Fig. 1: run 1, signal wires on met1
Supply wires on this layer in gray.
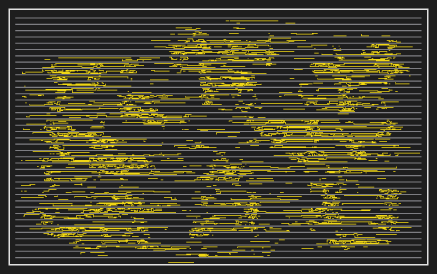
Fig. 2: run 1, nets reached from selected ports
Scale bar: 50 um.
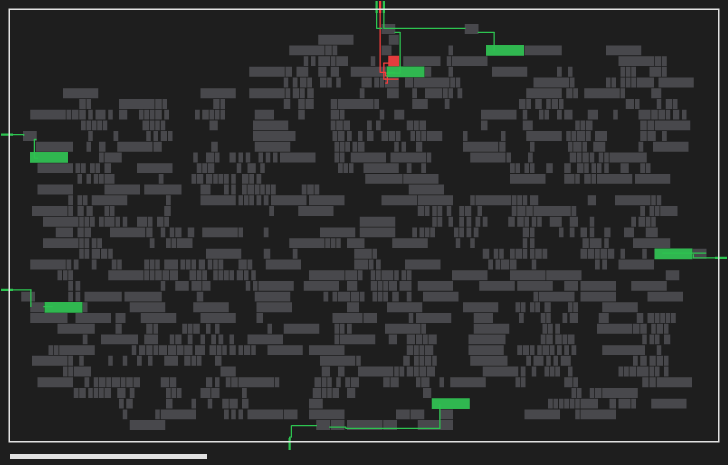
Fig. 3: run 1, close-up of the layout
Scale bar: 10 um. Window x 75 to 105, y 40 to 70 um. Cells in gray, sequential cells in the stronger gray; small squares are vias.
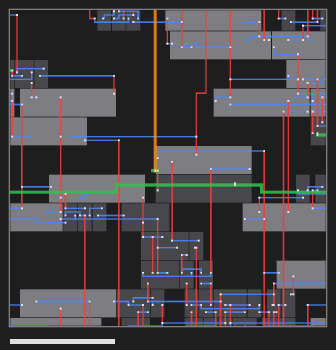
## src/rtl/clk_set_pkg.sv

```systemverilog
// clk_set_pkg: state encoding, digit indices and helpers shared by the
// timekeeper set front-end.
package clk_set_pkg;

   typedef enum logic [2:0] {
      ST_IDLE,
      ST_PRESS_DB,
      ST_HELD,
      ST_REPEAT,
      ST_RELEASE_DB
   } btn_state_e;

   localparam int NUM_DIGITS = 6;
   localparam int IDX_SEC1   = 0;
   localparam int IDX_SEC10  = 1;
   localparam int IDX_MIN1   = 2;
   localparam int IDX_MIN10  = 3;
   localparam int IDX_HOUR1  = 4;
   localparam int IDX_HOUR10 = 5;

   localparam int PRIO_ORDER [NUM_DIGITS] = '{
      IDX_HOUR10, IDX_HOUR1, IDX_MIN10,
      IDX_MIN1, IDX_SEC10, IDX_SEC1
   };

   function automatic int cnt_width(
      input int a,
      input int b,
      input int c,
      input int d
   );
      int m;
      m = a;
      if (b > m) m = b;
      if (c > m) m = c;
      if (d > m) m = d;
      return $clog2(m + 1);
   endfunction

   function automatic logic [NUM_DIGITS-1:0] prio_grant(
      input logic [NUM_DIGITS-1:0] req
   );
      logic [NUM_DIGITS-1:0] g;
      logic                  found;
      g     = '0;
      found = 1'b0;
      for (int i = 0; i < NUM_DIGITS; i++) begin
         if (!found && req[PRIO_ORDER[i]]) begin
            g[PRIO_ORDER[i]] = 1'b1;
            found            = 1'b1;
         end
      end
      return g;
   endfunction

endpackage

```

## src/rtl/clk_set_ctrl_btn_conditioner.sv

```systemverilog
// btn_conditioner: 2-FF sync, debounce FSM and a one-cycle press event.
// Repeat logic is built only when CLK_SET_AUTO_REPEAT_EN is defined.
module btn_conditioner
   import clk_set_pkg::*;
#(
   parameter int DEBOUNCE_CYCLES = 4,
`ifdef CLK_SET_AUTO_REPEAT_EN
   parameter int REPEAT_DELAY  = 20,
   parameter int REPEAT_PERIOD = 5,
   parameter bit REPEAT_EN     = 1'b1,
`endif
   parameter int CW = 7
) (
   input  logic clk,
   input  logic reset,
   input  logic raw,
   output logic fire
);

   logic [1:0]    sync_q;
   logic          in_q;
   logic          level;
   logic          rise;
   btn_state_e    state;
   btn_state_e    state_d;
   logic          from_rep;
   logic          from_rep_d;
   logic [CW-1:0] db_cnt;
   logic [CW-1:0] db_cnt_d;
   logic [CW-1:0] db_inc;
   logic          db_done;
   logic          fire_d;
   logic          rep_hit;

   assign level   = sync_q[1];
   assign rise    = level & ~in_q;
   assign db_inc  = db_cnt + 1'b1;
   assign db_done = db_inc >= CW'(DEBOUNCE_CYCLES);

   // Chain resets high: a button held through reset is not a fresh rise.
   always_ff @(posedge clk or posedge reset) begin
      if (reset) begin
         sync_q <= 2'b11;
         in_q   <= 1'b1;
      end else begin
         sync_q <= {sync_q[0], raw};
         in_q   <= level;
      end
   end

`ifdef CLK_SET_AUTO_REPEAT_EN
   logic [CW-1:0] rep_cnt;
   logic [CW-1:0] rep_cnt_d;
   logic [CW-1:0] rep_inc;

   assign rep_inc = rep_cnt + 1'b1;
   assign rep_hit = REPEAT_EN && level &&
                    ((state == ST_HELD) ?
                     (rep_inc >= CW'(REPEAT_DELAY)) :
                     (rep_inc >= CW'(REPEAT_PERIOD)));

   always_comb begin
      rep_cnt_d = rep_cnt;
      unique case (state)
         ST_HELD, ST_REPEAT: begin
            if (level) rep_cnt_d = rep_hit ? '0 : rep_inc;
         end
         ST_RELEASE_DB: rep_cnt_d = rep_cnt;
         default:       rep_cnt_d = '0;
      endcase
   end

   always_ff @(posedge clk or posedge reset) begin
      if (reset) rep_cnt <= '0;
      else       rep_cnt <= rep_cnt_d;
   end
`else
   assign rep_hit = 1'b0;
`endif

   always_comb begin
      state_d    = state;
      db_cnt_d   = db_cnt;
      from_rep_d = from_rep;
      fire_d     = 1'b0;
      unique case (state)
         ST_IDLE: begin
            db_cnt_d = '0;
            if (rise) begin
               if (db_done) begin
                  state_d = ST_HELD;
                  fire_d  = 1'b1;
               end else begin
                  state_d  = ST_PRESS_DB;
                  db_cnt_d = db_inc;
               end
            end
         end
         ST_PRESS_DB: begin
            if (!level) begin
               state_d  = ST_IDLE;
               db_cnt_d = '0;
            end else if (db_done) begin
               state_d  = ST_HELD;
               db_cnt_d = '0;
               fire_d   = 1'b1;
            end else begin
               db_cnt_d = db_inc;
            end
         end
         ST_HELD, ST_REPEAT: begin
            if (!level) begin
               state_d    = ST_RELEASE_DB;
               from_rep_d = (state == ST_REPEAT);
               db_cnt_d   = db_inc;
            end else if (rep_hit) begin
               state_d = ST_REPEAT;
               fire_d  = 1'b1;
            end
         end
         ST_RELEASE_DB: begin
            if (level) begin
               state_d  = from_rep ? ST_REPEAT : ST_HELD;
               db_cnt_d = '0;
            end else if (db_done) begin
               state_d  = ST_IDLE;
               db_cnt_d = '0;
            end else begin
               db_cnt_d = db_inc;
            end
         end
         default: begin
            state_d  = ST_IDLE;
            db_cnt_d = '0;
         end
      endcase
   end

   always_ff @(posedge clk or posedge reset) begin
      if (reset) begin
         state    <= ST_IDLE;
         db_cnt   <= '0;
         from_rep <= 1'b0;
         fire     <= 1'b0;
      end else begin
         state    <= state_d;
         db_cnt   <= db_cnt_d;
         from_rep <= from_rep_d;
         fire     <= fire_d;
      end
   end

endmodule

```

## src/rtl/clk_set_ctrl.sv

```systemverilog
// clk_set_ctrl: push-button front-end for the 12-hour timekeeper set inputs.
// Define CLK_SET_AUTO_REPEAT_EN to add auto-repeat on held digit buttons.
module clk_set_ctrl
   import clk_set_pkg::*;
#(
   parameter int DEBOUNCE_CYCLES = 4,
   parameter int REPEAT_DELAY    = 20,
   parameter int REPEAT_PERIOD   = 5,
   parameter int TIMEOUT_CYCLES  = 100
) (
   input  logic       clk,
   input  logic       reset,
   input  logic       btn_mode_raw,
   input  logic [5:0] btn_raw,
   output logic       set_time,
   output logic       hour10,
   output logic       hour1,
   output logic       min10,
   output logic       min1,
   output logic       sec10,
   output logic       sec1,
   output logic       busy
);

   localparam int CW = cnt_width(DEBOUNCE_CYCLES, REPEAT_DELAY,
                                 REPEAT_PERIOD, TIMEOUT_CYCLES);

   logic                  mode_fire;
   logic [NUM_DIGITS-1:0] dig_fire;
   logic [NUM_DIGITS-1:0] req;
   logic [NUM_DIGITS-1:0] grant;
   logic [NUM_DIGITS-1:0] pending;
   logic [NUM_DIGITS-1:0] pending_d;
   logic [NUM_DIGITS-1:0] pulse_q;
   logic [NUM_DIGITS-1:0] pulse_d;
   logic [CW-1:0]         idle_cnt;
   logic [CW-1:0]         idle_d;
   logic [CW-1:0]         idle_inc;
   logic                  any_fire;
   logic                  timeout;
   logic                  clear;
   logic                  set_d;

   btn_conditioner #(
      .DEBOUNCE_CYCLES(DEBOUNCE_CYCLES),
`ifdef CLK_SET_AUTO_REPEAT_EN
      .REPEAT_DELAY   (REPEAT_DELAY),
      .REPEAT_PERIOD  (REPEAT_PERIOD),
      .REPEAT_EN      (1'b0),
`endif
      .CW             (CW)
   ) u_mode (
      .clk  (clk),
      .reset(reset),
      .raw  (btn_mode_raw),
      .fire (mode_fire)
   );

   for (genvar i = 0; i < NUM_DIGITS; i++) begin : g_dig
      btn_conditioner #(
         .DEBOUNCE_CYCLES(DEBOUNCE_CYCLES),
`ifdef CLK_SET_AUTO_REPEAT_EN
         .REPEAT_DELAY   (REPEAT_DELAY),
         .REPEAT_PERIOD  (REPEAT_PERIOD),
         .REPEAT_EN      (1'b1),
`endif
         .CW             (CW)
      ) u_btn (
         .clk  (clk),
         .reset(reset),
         .raw  (btn_raw[i]),
         .fire (dig_fire[i])
      );
   end

   // Digit events outside set mode are dropped; leaving set mode flushes.
   always_comb begin
      any_fire = mode_fire | (|dig_fire);
      idle_inc = idle_cnt + 1'b1;
      timeout  = set_time && !any_fire &&
                 (idle_inc >= CW'(TIMEOUT_CYCLES));
      clear    = (mode_fire && set_time) || timeout;
      req      = pending | (set_time ? dig_fire : '0);
      grant    = prio_grant(req);

      set_d     = clear ? 1'b0 : (set_time | mode_fire);
      pending_d = clear ? '0 : (req & ~grant);
      pulse_d   = clear ? '0 : grant;

      if (!set_time || any_fire || timeout) idle_d = '0;
      else                                  idle_d = idle_inc;
   end

   always_ff @(posedge clk or posedge reset) begin
      if (reset) begin
         set_time <= 1'b0;
         pending  <= '0;
         pulse_q  <= '0;
         idle_cnt <= '0;
      end else begin
         set_time <= set_d;
         pending  <= pending_d;
         pulse_q  <= pulse_d;
         idle_cnt <= idle_d;
      end
   end

   assign hour10 = pulse_q[IDX_HOUR10];
   assign hour1  = pulse_q[IDX_HOUR1];
   assign min10  = pulse_q[IDX_MIN10];
   assign min1   = pulse_q[IDX_MIN1];
   assign sec10  = pulse_q[IDX_SEC10];
   assign sec1   = pulse_q[IDX_SEC1];
   assign busy   = |pending;

endmodule

```

## config.mk

```make
export PLATFORM = sky130hd
export DESIGN_NAME = clk_set_ctrl
export DESIGN_NICKNAME = d
export VERILOG_FILES = /design/src/rtl/clk_set_pkg.sv /design/src/rtl/clk_set_ctrl_btn_conditioner.sv /design/src/rtl/clk_set_ctrl.sv
export SDC_FILE = /design/constraint.sdc
export NUM_CORES = 1
export LEC_CHECK = 0
export ABC_AREA = 1
export CELL_PAD_IN_SITES_DETAIL_PLACEMENT = 0
export CELL_PAD_IN_SITES_GLOBAL_PLACEMENT = 1
export CORE_ASPECT_RATIO = 0.6
export CORE_MARGIN = 2
export CORE_UTILIZATION = 35
export CTS_CLUSTER_DIAMETER = 50
export CTS_CLUSTER_SIZE = 14
export DETAILED_ROUTE_END_ITERATION = 16
export PLACE_DENSITY = 0.64
export SYNTH_ARGS = -nofsm -noshare
export SYNTH_HDL_FRONTEND = slang
export SYNTH_SLANG_ARGS = --single-unit
```

## constraint.sdc

```tcl
create_clock -name clk -period 3.8 [get_ports clk]
set_input_delay 0.57 -clock clk [delete_from_list [all_inputs] [get_ports clk]]
set_output_delay 0.57 -clock clk [all_outputs]
set_load 0.03 [all_outputs]
```

==> notes.md, run 1 <==
flow finished, numbers: Area Growth Syn to Fin=15.9%, combinational power=1.40 mW, CP Depth=1, vias in the first global route=5091, fillers=1810, antenna cell count=0, First-pass DRT Iterations=5, slew margin rel.=42.0%, Avg Inst Size Synth=7.64 um2, hold path start=g_dig[3].u_btn.sync_q[0]$_DFF_PP1_, CP top delay family=buffers and inverters, worst path arrival time=1.69 ns, worst hold margin=0.354 ns, WL met1=7630 um, most instantiated logic cells after routing=nand2_1, inv_1, dfrtp_1, status=completed, Final WS setup=1.54 ns, detailed placer's ending HPWL=9850 um, Reg power frac=37.3%, Post-CTS Hold Buffers=0, Vias/cell=4.63, EDFF count, synth=0, Clock Pin Slew Worst Setup and Hold Paths=0.06 ns, yosys cell count=851, Reg-to-Reg End=g_dig[5].u_btn.state[1]$_DFFE_PP0P_, Int Pwr=3.03 mW, M2 GR Usage=21.9%, met3 WL post-DR=407 um, Worst Tran Pin Value=0.870 ns, Post-Syn Instances=851, CTS Sinks=124, post-synthesis async set-or-reset flop share=100%, share of total power in combinational logic=29.5%, crit path launch=set_time$_DFF_PP0_, dominant kind of combinational cell=simple AND/OR/NAND/NOR gates, Regs by FF count=g_dig.u_btn.db_cnt (42), g_dig.u_btn.state (18), g_dig.u_btn.sync_q (12), die height=110 um, fin nets=903, Design Area, Final=7530 um2, logic area=2830 um2, Max IR drop VDD=0.301 mV, worst path required time=3.23 ns, RSZ-0062 raised after global routing=false, sw frac=36.3%, synthesized net count=869, Slowest cell on crit path=clkdlybuf4s50_1, reg2reg setup slack=2.00 ns, first-pass GRT wire length=23900 um, MUX area fraction=0%, Chip Area, Yosys=6500 um2, setup TNS=0 ns, die width=180 um, Clk network pwr share=33.2%, H-tree Lvls=4, largest net degree at the start of global routing=69, Max Root-Sink Buffers=2, Crit path largest cell delay=0.75 ns, Pwr top=sequential cells, PD cells=633 nW/um2, synth warn=0, initial antenna violation count=0, RePlAce Congestion=0.797, adder share=1.73%, DR iter-0 viols=339, GRT Util Overall=15.2%, max reg flops=42, P_sw=1.73 mW, final setup fails=0, top cells, area=dfrtp_1, nand2_1, dfstp_2, inv_1, nand3_1, Slew Limit Fails=0, Setup Buffers After CTS=0, Max Clock Skew=0.00458 ns, final design utilization=41.6%, met2 wire length=5320 um, grt met3 use=3.61%, Highest Signal Layer=met4, most used routing layer=met1, Hold Crit Class=flip-flop to flip-flop, total power=4.76 mW, Worst Setup End Kind=primary output, met1 GRT Util=22.1%, worst slack, placed=1.90 ns, Synth Seq Share=48.2%, Synth area leader=dfrtp_1, grt total ovfl=0, Latency at later pin=0.41 ns, Biggest register=g_dig.u_btn.db_cnt, P_leak=3.74 nW, Area after DPL=6950 um2, core area=18100 um2, fmax=0.442 GHz, Cell Rows=38, P_clk=1.58 mW, Routed Antenna Nets=0, Log Warnings=28, Final Non-Filler Cells=1138, Post-synth top flop=dfrtp_1, XOR/XNOR Area Share=1.75%, worst hold path depth=0, end of the worst hold path=g_dig[3].u_btn.sync_q[1]$_DFF_PP1_, Core Util at FP=35.9%, CTS tree=done, most frequent logic cell in the layout=nand2_1, CTS resizes=0, die area=19700 um2, Top-area cell share=39.7%, DRC viols=0, Avg WL per Cell=11.9 um, share of post-route cells with drive strength above 1=13.8%, Worst Setup EP=set_time, WS Path Type=flip-flop to primary output, Reg2Reg Depth=11, Seq. pwr=1.78 mW, WP buf/inv=1, worst-path fanout max=11, CTS buffer count=17, Critical Path, Cell by Cell=clkdlybuf4s50_1, via count=5271, synthesized area=6500 um2, Post-Synth AOI/OAI Area=8.41%, period utilization=59.5%
-- Fig. 1 (at the start) --
share of all routed wire: 56%
wire length on this layer: 7630 um
longest straight run: 31.7 um
nets with wire on the layer: 856
main direction: horizontal

-- Fig. 2 (at the start) --
legend:
  btn_raw:
    color: green
    direction: input
    end_cells: 6
    buffers: 6
    wire: 140 um
  reset:
    color: red
    direction: input
    end_cells: 1
    buffers: 1
    wire: 29.6 um
Port Buffers: 16
io pins: 17

-- Fig. 3 (at the start) --
legend:
  M3:
    color: green
  M2:
    color: red
  M4:
    color: orange
  M1:
    color: blue
most frequent: dfrtp_1 (11), inv_1 (7), nand2_1 (6)
netlist names of flops here include: idle_cnt (5), g_dig.u_btn.fire (3), g_dig.u_btn.from_rep (2)
cells with their middle in the window: 39
sequential cells in the window: 12

[run 1: cells in the mapped netlist (3+ instances only)]
cell type,instances
o31ai_1,6
o22ai_1,4
dfstp_2,21
inv_2,25
xor2_1,7
o21ai_0,54
nor2_4,3
nor2_2,28
o21bai_1,4
a21oi_1,7
nand4_1,12
inv_1,110
nand3_1,73
xnor2_1,6
ha_1,9
nand2_1,251
dfrtp_1,103
nand3_2,6
nor2_1,85
o21ai_2,3
o21ai_1,13
[run 1: area by class of cell]
type	count	area share [%]
Multi-Input combinational cell	588	37.6
Timing Repair Buffer	18	2.33
Clock inverter	11	1.58
Tap cell	240	3.99
Sequential cell	124	41.6
Inverter	136	6.83
Clock buffer	21	6.11
--- run 2 (diff from run 1) ---
--- a/config.mk
+++ b/config.mk
@@ -14,7 +14,7 @@
 export CTS_CLUSTER_DIAMETER = 50
 export CTS_CLUSTER_SIZE = 14
 export DETAILED_ROUTE_END_ITERATION = 16
-export PLACE_DENSITY = 0.64
+export PLACE_DENSITY = 0.62
 export SYNTH_ARGS = -nofsm -noshare
 export SYNTH_HDL_FRONTEND = slang
 export SYNTH_SLANG_ARGS = --single-unit
==> constraint.sdc (replaced) <==
create_clock -name clk -period 2.4 [get_ports clk]
set_input_delay 0.36 -clock clk [delete_from_list [all_inputs] [get_ports clk]]
set_output_delay 0.36 -clock clk [all_outputs]
set_load 0.03 [all_outputs]
Fig. 4: run 2, routed metal, one color a layer
Two of the layers only.
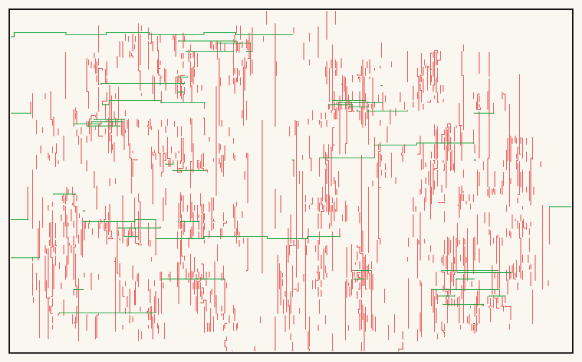
legend:
  M2:
    color: red
    wire_length: 5220 um
  M3:
    color: green
    wire_length: 660 um

Fig. 5: run 2, signal wires on met1
Supply wires on this layer in gray.
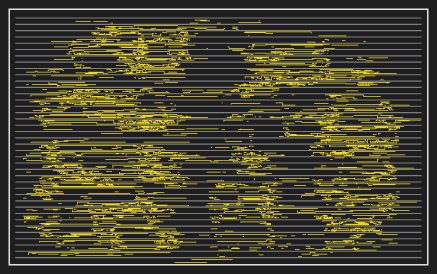
via count: 5274
met1 GRT Util: 24.5%
Routed WL: 14200 um

Fig. 6: run 2, clock nets
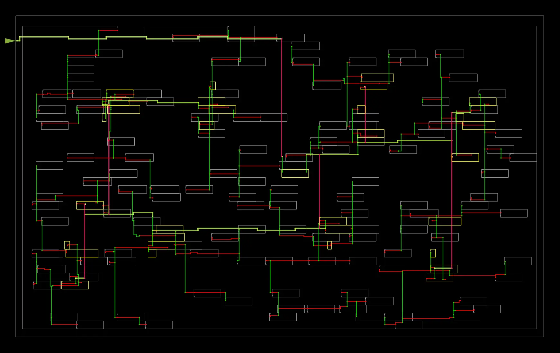
FF+latch count: 124
Latency at later pin: 0.42 ns
Max Clock Skew: 0.00728 ns
final-layout clock buffer total: 20

==> notes.md, run 2 <==
flow finished, numbers: status=completed (unchanged), Slowest cell on crit path=clkdlybuf4s50_1 (unchanged), Area Growth Syn to Fin=17.9% (was 15.9%), die area=19700 um2 (unchanged), worst path arrival time=1.71 ns (was 1.69 ns), first-pass GRT wire length=24600 um (was 23900 um), synth warn=0 (unchanged), First-pass DRT Iterations=5 (unchanged), WP buf/inv=1 (unchanged), met3 WL post-DR=659 um (was 407 um), clock network share of area=8.67% (was 7.69%), detailed placer's ending HPWL=10300 um (was 9850 um), Slew Limit Fails=0 (unchanged), io pins=17 (unchanged), fraction of the mapped netlist area in simple logic gates=31.7% (unchanged), synthesized net count=869 (unchanged), period utilization=86.3%, Max Root-Sink Buffers=2 (unchanged), DR iter-0 viols=287 (was 339), worst slack, placed=0.649 ns (was 1.90 ns), Chip Area, Yosys=6500 um2 (unchanged), Top-area cell share=39.7% (unchanged), Routed Antenna Nets=0 (unchanged), post-synthesis async set-or-reset flop share=100% (unchanged), Crit path largest cell delay=0.75 ns (about the same), most frequent logic cell in the layout=nand2_1 (unchanged), Avg WL per Cell=12.4 um (was 11.9 um), most used routing layer=met1 (unchanged), Buffers, non-clock=19 (was 18), slew margin rel.=51.2% (was 42.0%), reg2reg setup slack=0.63 ns (was 2.00 ns), Worst Setup EP=set_time (unchanged), CP Depth=1 (unchanged), Hold Crit Class=input port to flip-flop (was flip-flop to flip-flop), logic area=2830 um2 (unchanged), RePlAce Congestion=0.861 (was 0.797), WL met1=8100 um (was 7630 um), Synth Seq Share=48.2% (unchanged), CTS buffer count=17 (unchanged), die width=180 um (unchanged), P_leak=3.80 nW (was 3.74 nW), Non-clock buffering overhead=2.87% (was 2.33%), end of the worst hold path=g_dig[3].u_btn.sync_q[0]$_DFF_PP1_ (was g_dig[3].u_btn.sync_q[1]$_DFF_PP1_), Post-synth top flop=dfrtp_1 (unchanged), top post-synthesis cells by count=nand2_1, inv_1, dfrtp_1, nor2_1, nand3_1 (unchanged), share of post-route cells with drive strength above 1=13.9% (was 13.8%), core area=18100 um2 (unchanged), grt total ovfl=0 (unchanged), largest class=registers (unchanged), CTS Sinks=124 (unchanged), Final WS setup=0.328 ns (was 1.54 ns), RSZ-0062 raised after global routing=false (unchanged), yosys cell count=851 (unchanged), adder share=1.73% (unchanged), Avg Inst Size Synth=7.64 um2 (unchanged), fraction of area in registers=40.9% (was 41.6%), synthesized area=6500 um2 (unchanged), largest net degree at the start of global routing=45 (was 69), most instantiated logic cells after routing=nand2_1, inv_1, dfrtp_1 (unchanged), vias in the first global route=5015 (was 5091), met2 wire length=5220 um (was 5320 um), EDFF count, synth=0 (unchanged), multi-input gates=588 (unchanged), Setup Buffers After CTS=0 (unchanged), setup TNS=0 ns (unchanged), XOR/XNOR Area Share=1.75% (unchanged), die height=110 um (unchanged), fin nets=904 (was 903), PD cells=1050 nW/um2 (was 633 nW/um2), crit path time final=2.07 ns, grt met3 use=4.37% (was 3.61%), worst path required time=2.04 ns (was 3.23 ns), Synth area leader=dfrtp_1 (unchanged), final setup fails=0 (unchanged), synth unique cells=36 (unchanged), top cells, area=dfrtp_1, nand2_1, dfstp_2, inv_1, nand3_1 (unchanged), Max IR drop VDD=0.487 mV (was 0.301 mV), Log Warnings=28 (unchanged), combinational share of cell area=37.0% (was 37.6%), final design utilization=42.3% (was 41.6%), M2 GR Usage=20.7% (was 21.9%), antenna cell count=0 (unchanged), crit path launch=set_time$_DFF_PP0_ (unchanged), GRT Util Overall=15.9% (was 15.2%), Synthesized registers=124 (unchanged), WS Path Type=flip-flop to primary output (unchanged), Reg-to-Reg End=g_dig[5].u_btn.state[1]$_DFFE_PP0P_ (unchanged), H-tree Lvls=4 (unchanged), hold path start=btn_raw[3] (was g_dig[3].u_btn.sync_q[0]$_DFF_PP1_), DRC viols=0 (unchanged), Biggest register=g_dig.u_btn.db_cnt (unchanged), Non-clk invs=136 (unchanged), well tap count=240 (unchanged), Worst Tran Pin Value=0.732 ns (was 0.870 ns), worst-path fanout max=11 (unchanged), Reg2Reg Depth=11 (unchanged), Highest Signal Layer=met4 (unchanged), max_cap viols=0 (unchanged), Regs by FF count=g_dig.u_btn.db_cnt (42), g_dig.u_btn.state (18), g_dig.u_btn.sync_q (12) (unchanged), Post-CTS Hold Buffers=0 (unchanged), fillers=1795 (was 1810), Port Buffers=16 (unchanged), worst hold path depth=1 (was 0), initial antenna violation count=0 (unchanged), Core Util at FP=35.9% (unchanged), CTS resizes=0 (unchanged), Reg-to-Reg Start=g_dig[5].u_btn.db_cnt[0]$_DFFE_PP0P_ (unchanged), CP top delay family=buffers and inverters (unchanged), Post-Syn Instances=851 (unchanged), Worst Setup End Kind=primary output (unchanged), Critical Path, Cell by Cell=clkdlybuf4s50_1 (unchanged), Cell Rows=38 (unchanged), most common cell in the netlist=nand2_1 (unchanged), root buf cell=clkbuf_16 (unchanged), fmax=0.483 GHz, Post-Synth AOI/OAI Area=8.41% (unchanged), Clock Pin Slew Worst Setup and Hold Paths=0.06 ns (about the same), crit path launch type=flip-flop (unchanged), dominant kind of combinational cell=simple AND/OR/NAND/NOR gates (unchanged), max reg flops=42 (unchanged), CTS tree=done (unchanged), Vias/cell=4.63 (about the same), Fin. Hold Viols=0 (unchanged), register area=3130 um2 (unchanged), MUX area fraction=0% (unchanged)
==> run 2: cell counts after synthesis <==
No cell type changed its count.
==> run 2: where the power goes <==
part / internal (mW) / total (mW) / switching (mW)
clock: 1.97 / 2.94 / 0.974
combinational: 0.764 / 2.27 / 1.50
sequential: 2.47 / 2.82 / 0.346
total: 5.20 / 8.02 / 2.82
==> run 2: metrics by stage <==
step           hold WS (ns)  instances  power (mW)  area, um2
6_report              0.336       1139        8.02       7660
5_1_grt               0.315       1139        8.66       7660
4_1_cts               0.316       1139        8.10       7660
3_5_place_dp          0.347       1107        5.10       7000
3_3_place_gp          0.346       1107        5.09       7000
2_1_floorplan         0.345        851        4.55       6500
No activity file was given, so power comes from the tool's default toggle rates.
